--- config.mk ---
export PLATFORM = sky130hd
export DESIGN_NAME = lights_decoder
export DESIGN_NICKNAME = d
export VERILOG_FILES = /design/src/rtl/lights_decoder_pkg.sv /design/src/rtl/lights_decoder_rgb_classify.sv /design/src/rtl/lights_decoder.sv
export SDC_FILE = /design/constraint.sdc
export NUM_CORES = 1
export LEC_CHECK = 0
export CAP_MARGIN = 20
export CORE_ASPECT_RATIO = 1.5
export CORE_MARGIN = 8
export CORE_UTILIZATION = 45
export DETAILED_ROUTE_END_ITERATION = 10
export GPL_TIMING_DRIVEN = 0
export PLACE_DENSITY = 0.75
export SLEW_MARGIN = 20
export SYNTH_ARGS = -nofsm -noshare
export SYNTH_HDL_FRONTEND = slang
export SYNTH_SLANG_ARGS = --single-unit
--- constraint.sdc ---
create_clock -name clk -period 2.31 [get_ports clk]
set_input_delay 0.231 -clock clk [delete_from_list [all_inputs] [get_ports clk]]
set_output_delay 0.231 -clock clk [all_outputs]
set_load 0.1 [all_outputs]
--- src/rtl/lights_decoder_pkg.sv ---
// lights_decoder_pkg: shared FSM states, colour codes and sequence successor
package lights_decoder_pkg;
  typedef enum logic [1:0] {HUNT, SETTLE, LOCKED} state_t;
  localparam logic [2:0] BLACK   = 3'd0;
  localparam logic [2:0] BLUE    = 3'd1;
  localparam logic [2:0] GREEN   = 3'd2;
  localparam logic [2:0] CYAN    = 3'd3;
  localparam logic [2:0] RED     = 3'd4;
  localparam logic [2:0] MAGENTA = 3'd5;
  localparam logic [2:0] YELLOW  = 3'd6;
  localparam logic [2:0] WHITE   = 3'd7;
  // Successor in the 1..6 ring; BLACK and WHITE return themselves, meaning "no successor".
  function automatic logic [2:0] seq_next(input logic [2:0] c);
    return (c == BLACK || c == WHITE) ? c : (c == YELLOW) ? BLUE : c + 3'd1;
  endfunction
endpackage

--- src/rtl/lights_decoder_rgb_classify.sv ---
// rgb_classify: maps a 24-bit RGB word to a 3-bit code when every byte is 00 or FF
module rgb_classify (
  input  logic [23:0] i_rgb,
  output logic [2:0]  o_code,
  output logic        o_enc
);
  // Each byte must be all-zeros or all-ones; the code takes the all-ones bits.
  always_comb begin
    o_code = {&i_rgb[23:16], &i_rgb[15:8], &i_rgb[7:0]};
    o_enc  = (~|i_rgb[23:16] | &i_rgb[23:16]) &
             (~|i_rgb[15:8]  | &i_rgb[15:8])  &
             (~|i_rgb[7:0]   | &i_rgb[7:0]);
  end
endmodule

--- src/rtl/lights_decoder.sv ---
// lights_decoder: debounces RGB samples into colour codes and flags sequence steps
module lights_decoder
  import lights_decoder_pkg::*;
#(
  parameter int STABLE_CYCLES = 4
) (
  input  logic        clk,
  input  logic        rst,
  input  logic        valid,
  input  logic [23:0] light,
  output logic [2:0]  colour,
  output logic        locked,
  output logic        white,
  output logic        step,
  output logic        error,
  output logic [7:0]  step_count
);
  localparam logic [3:0] LP_N = 4'(STABLE_CYCLES);
  logic        r_valid;
  logic [23:0] r_light;
  state_t      r_state, w_state_n;
  logic [2:0]  r_cand, w_cand_n, r_colour, w_colour_n;
  logic [3:0]  r_count, w_count_n;
  logic        r_locked, w_locked_n, r_step, w_step_n, r_error, w_error_n;
  logic [7:0]  r_step_count;
  logic [2:0]  w_code;
  logic        w_enc;
  rgb_classify u_classify (
    .i_rgb  (r_light),
    .o_code (w_code),
    .o_enc  (w_enc)
  );
  // Input stage: all classification works on this registered copy.
  always_ff @(posedge clk) begin
    if (!rst) begin
      r_valid <= 1'b0;
      r_light <= '0;
    end else begin
      r_valid <= valid;
      r_light <= light;
    end
  end
  // State, candidate, outputs and step counter registers.
  always_ff @(posedge clk) begin
    if (!rst) begin
      r_state      <= HUNT;
      r_cand       <= BLACK;
      r_count      <= '0;
      r_colour     <= BLACK;
      r_locked     <= 1'b0;
      r_step       <= 1'b0;
      r_error      <= 1'b0;
      r_step_count <= '0;
    end else begin
      r_state      <= w_state_n;
      r_cand       <= w_cand_n;
      r_count      <= w_count_n;
      r_colour     <= w_colour_n;
      r_locked     <= w_locked_n;
      r_step       <= w_step_n;
      r_error      <= w_error_n;
      r_step_count <= r_step_count + {7'd0, w_step_n};
    end
  end
  // Next-state logic; idle cycles (no registered valid) hold everything and raise no pulse.
  always_comb begin
    w_state_n  = r_state;
    w_cand_n   = r_cand;
    w_count_n  = r_count;
    w_colour_n = r_colour;
    w_locked_n = r_locked;
    w_step_n   = 1'b0;
    w_error_n  = 1'b0;
    if (r_valid) begin
      case (r_state)
        HUNT: begin
          if (w_enc) begin
            w_state_n = SETTLE;
            w_cand_n  = w_code;
            w_count_n = 4'd1;
          end else begin
            w_error_n = 1'b1;
          end
        end
        SETTLE: begin
          if (!w_enc) begin
            w_error_n  = 1'b1;
            w_locked_n = 1'b0;
            w_state_n  = HUNT;
          end else if (w_code == r_cand) begin
            w_count_n = r_count + 4'd1;
            if (r_count + 4'd1 == LP_N) begin
              w_state_n  = LOCKED;
              w_colour_n = r_cand;
              w_locked_n = 1'b1;
              w_step_n   = r_locked && seq_next(r_colour) != r_colour && seq_next(r_colour) == r_cand;
            end
          end else begin
            w_cand_n  = w_code;
            w_count_n = 4'd1;
          end
        end
        LOCKED: begin
          if (!w_enc) begin
            w_error_n  = 1'b1;
            w_locked_n = 1'b0;
            w_state_n  = HUNT;
          end else if (w_code != r_colour) begin
            w_state_n = SETTLE;
            w_cand_n  = w_code;
            w_count_n = 4'd1;
          end
        end
        default: w_state_n = HUNT;
      endcase
    end
  end
  assign colour     = r_colour;
  assign locked     = r_locked;
  assign white      = r_locked && r_colour == WHITE;
  assign step       = r_step;
  assign error      = r_error;
  assign step_count = r_step_count;
endmodule

==> images/power_grid.png <==
Scale bar: 20 µm. Pins as bars on the die edge.
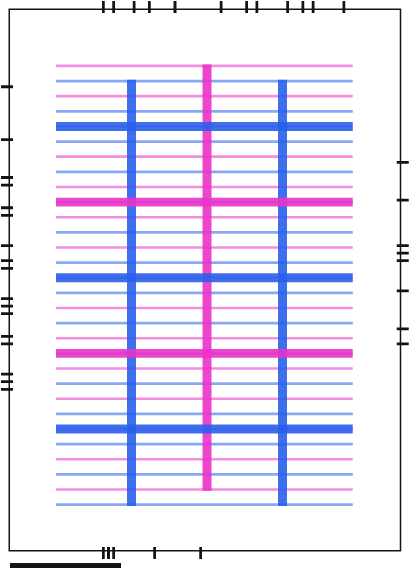
VDD -> magenta
VSS -> blue
met5 straps = 5
rows = 29
signal pins = 42
met4 straps = 3

==> images/placement_by_type.png <==
Scale bar: 20 µm.
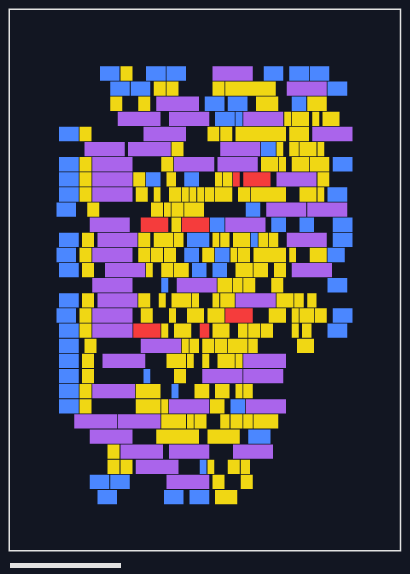
other buffers and delay cells -> blue  # cells 62, share of their area 21%
combinational and other logic -> yellow  # cells 156, share of their area 40%
clock drivers and dummy loads -> red  # cells 7, share of their area 2.9%
flops -> purple  # cells 48, share of their area 36%

==> images/clk_routes.png <==
Scale bar: 20 µm.
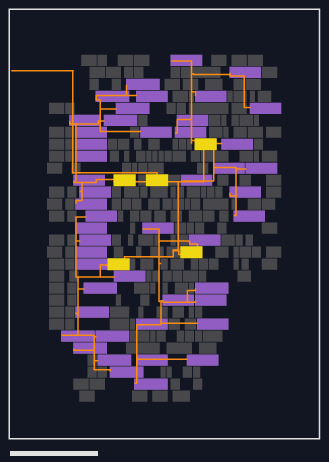
flip-flops -> purple  # count 48
clock drivers -> yellow  # count 5
clock wires -> orange  # length 468 µm
routed clock nets = 6

==> images/wires.png <==
Only two layers are drawn.
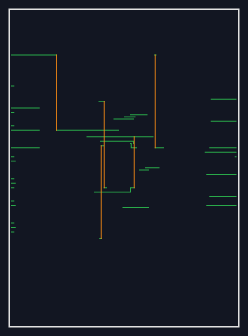
metal 4 -> orange  # wire length 122 µm
metal 3 -> green  # wire length 211 µm

==> results.yml <==
# yosys + openroad results
setup_path:
  ff2ff_setup_slack_ns: -0.12
  rr_endpoint: "step_count[2]"
  path_cells: "nand4_2, or2_0, a222oi_1, and2_4, nand3_4, nor3_4, ha_4, buf_4, ha_4, buf_4, xnor2_1, nor2_1"
  worst_r2r_path_depth: 12
  crit_path_end: "step_count[2]"
  r2r-start: "r_light[13]"
  cpPeakStageDelay_ns: 0.45
  path_buffers: 2
  worst-path-stages: 12
  cp.required_ns: 2.48
  crit_path_start_kind: "flop"
  arrival_ns: 2.60
route:
  drtIter0Drc: 53
  wl_met2_mm: 2.24
  drt_wl_total_mm: 4.18
  first_pass_iters: 4
  wl_met3_um: 210
  viasPerCell: 5.34
  detail-route-antenna-nets: 0
  routed.top_layer: "met4"
  wl_per_cell_um: 13.1
placement:
  portBuffers: 41
  hpwl_mm: 3.00
  dp_slack_ns: -0.583
  dpl_cell_area_mm2: 0.00247
timing:
  hold_viol: 0
  layout_min_cycle_time_ns: 2.43
  fmax_ghz: 0.411
  final_max_slew_viol_count: 0
  grt_setup_unrepaired: "true"
  setup_viol: 7
  tightest_slew_ns: 0.983
  setup_slack_ns: -0.123
  relSlewSlack_pct: 34.2
yosys:
  synth-simple-area-share_pct: 30.8
  synth_cell_types: 41
  area_leaders: "dfxtp_1 (49%), and2_1 (8.6%), nand4_1 (3.2%)"
  syn_avg_cell_area_um2: 9.35
  ys_ff: 48
  synth.area.mux_share_pct: 1.52
  synthFlopType: "dfxtp_1"
  synth_cells: 211
  yosys.area_share.aoi_pct: 9.64
  ys_sh_adder_pct: 1.90
  ys_async_sr_fraction_pct: 0
  ys_area_mm2: 0.00197
  synth.most_common_cell: "dfxtp_1"
  synth.largest_area_cell: "dfxtp_1"
  edf_count: 0
  synth.cellmix.xorXnorShare_pct: 5.33
  syn_nets: 241
  synth.cell_area_mm2: 0.00197
  logic_family: "simple AND/OR/NAND/NOR gates"
  yosys_warnings: 0
  top_cells_by_count: "dfxtp_1 (48), and2_1 (27), nand2_1 (15), nor2_1 (13), nand4_1 (10)"
grt:
  grt_most_used_layer: "met2"
  grt_antenna_before_repair: 0
  overflow: 0
  grt_max_degree: 14
  use_met2_pct: 22.4
  track_usage_pct: 12.2
  grt_pass1_wl_mm: 7.14
floorplanning:
  nWellTaps: 46
  rows: 29
  die_h_um: 97.1
  pin_count: 42
  die-area_mm2: 0.00680
  die_width_um: 70.1
clock_tree:
  cts.path.max_buffers: 2
  cts.sinks: 48
  postCtsSetupRepairBufs: 16
  cts_tree: "built"
  clkLatencyLatePin_ns: 0.29
  ctsHoldBuffers: 0
  cts_made_buffers: 5
power_and_ir_drop:
  leakage_uw: 0.00102
  p_per_area_mw_per_mm2: 514
  intPower_uw: 1120
  p_comb_uw: 90.5
  seq_power_uw: 869
  combPwrFrac_pct: 6.4
  pwr-share-seq_pct: 61.7
  p_clk_share_pct: 31.9
  swShare_pct: 20.7
  maxPowerGroup: "sequential cells"
  finalPower_uw: 1410
  power_clock_uw: 450
  p_switching_uw: 292
worst_hold_path:
  holdPathStages: 2
  hold_class: "flop to flop"
  min_to: "r_count[2]"
  hold_path.startpoint: "r_count[2]"
layout:
  top_register: "r_light"
  fin_util_pct: 65.1
  layout_top_cell: "clkdlybuf4s50_1"
  largest_register_ffs: 24
  layoutNonFillerInstCount: 319
  layout_top_cells: "clkdlybuf4s50_1 (40), dfxtp_1 (35), and2_1 (27)"
  synthToLayoutAreaGrowth_pct: 38.9
  clockBufferCount: 6
  buffers_excl_clock: 62
  buffer_area_share_pct: 20.1
  nNetsFinal: 303
  drive_gt1_share_pct: 18.7
  logic_area_mm2: 0.00107
  inv_count: 3
flow_run:
  log.warning_count: 29
  max_cap_viol_count: 0
status:
  outcome: "finished with violations"
  violations: "negative setup slack"
Power is estimated from default activity; no workload was simulated.
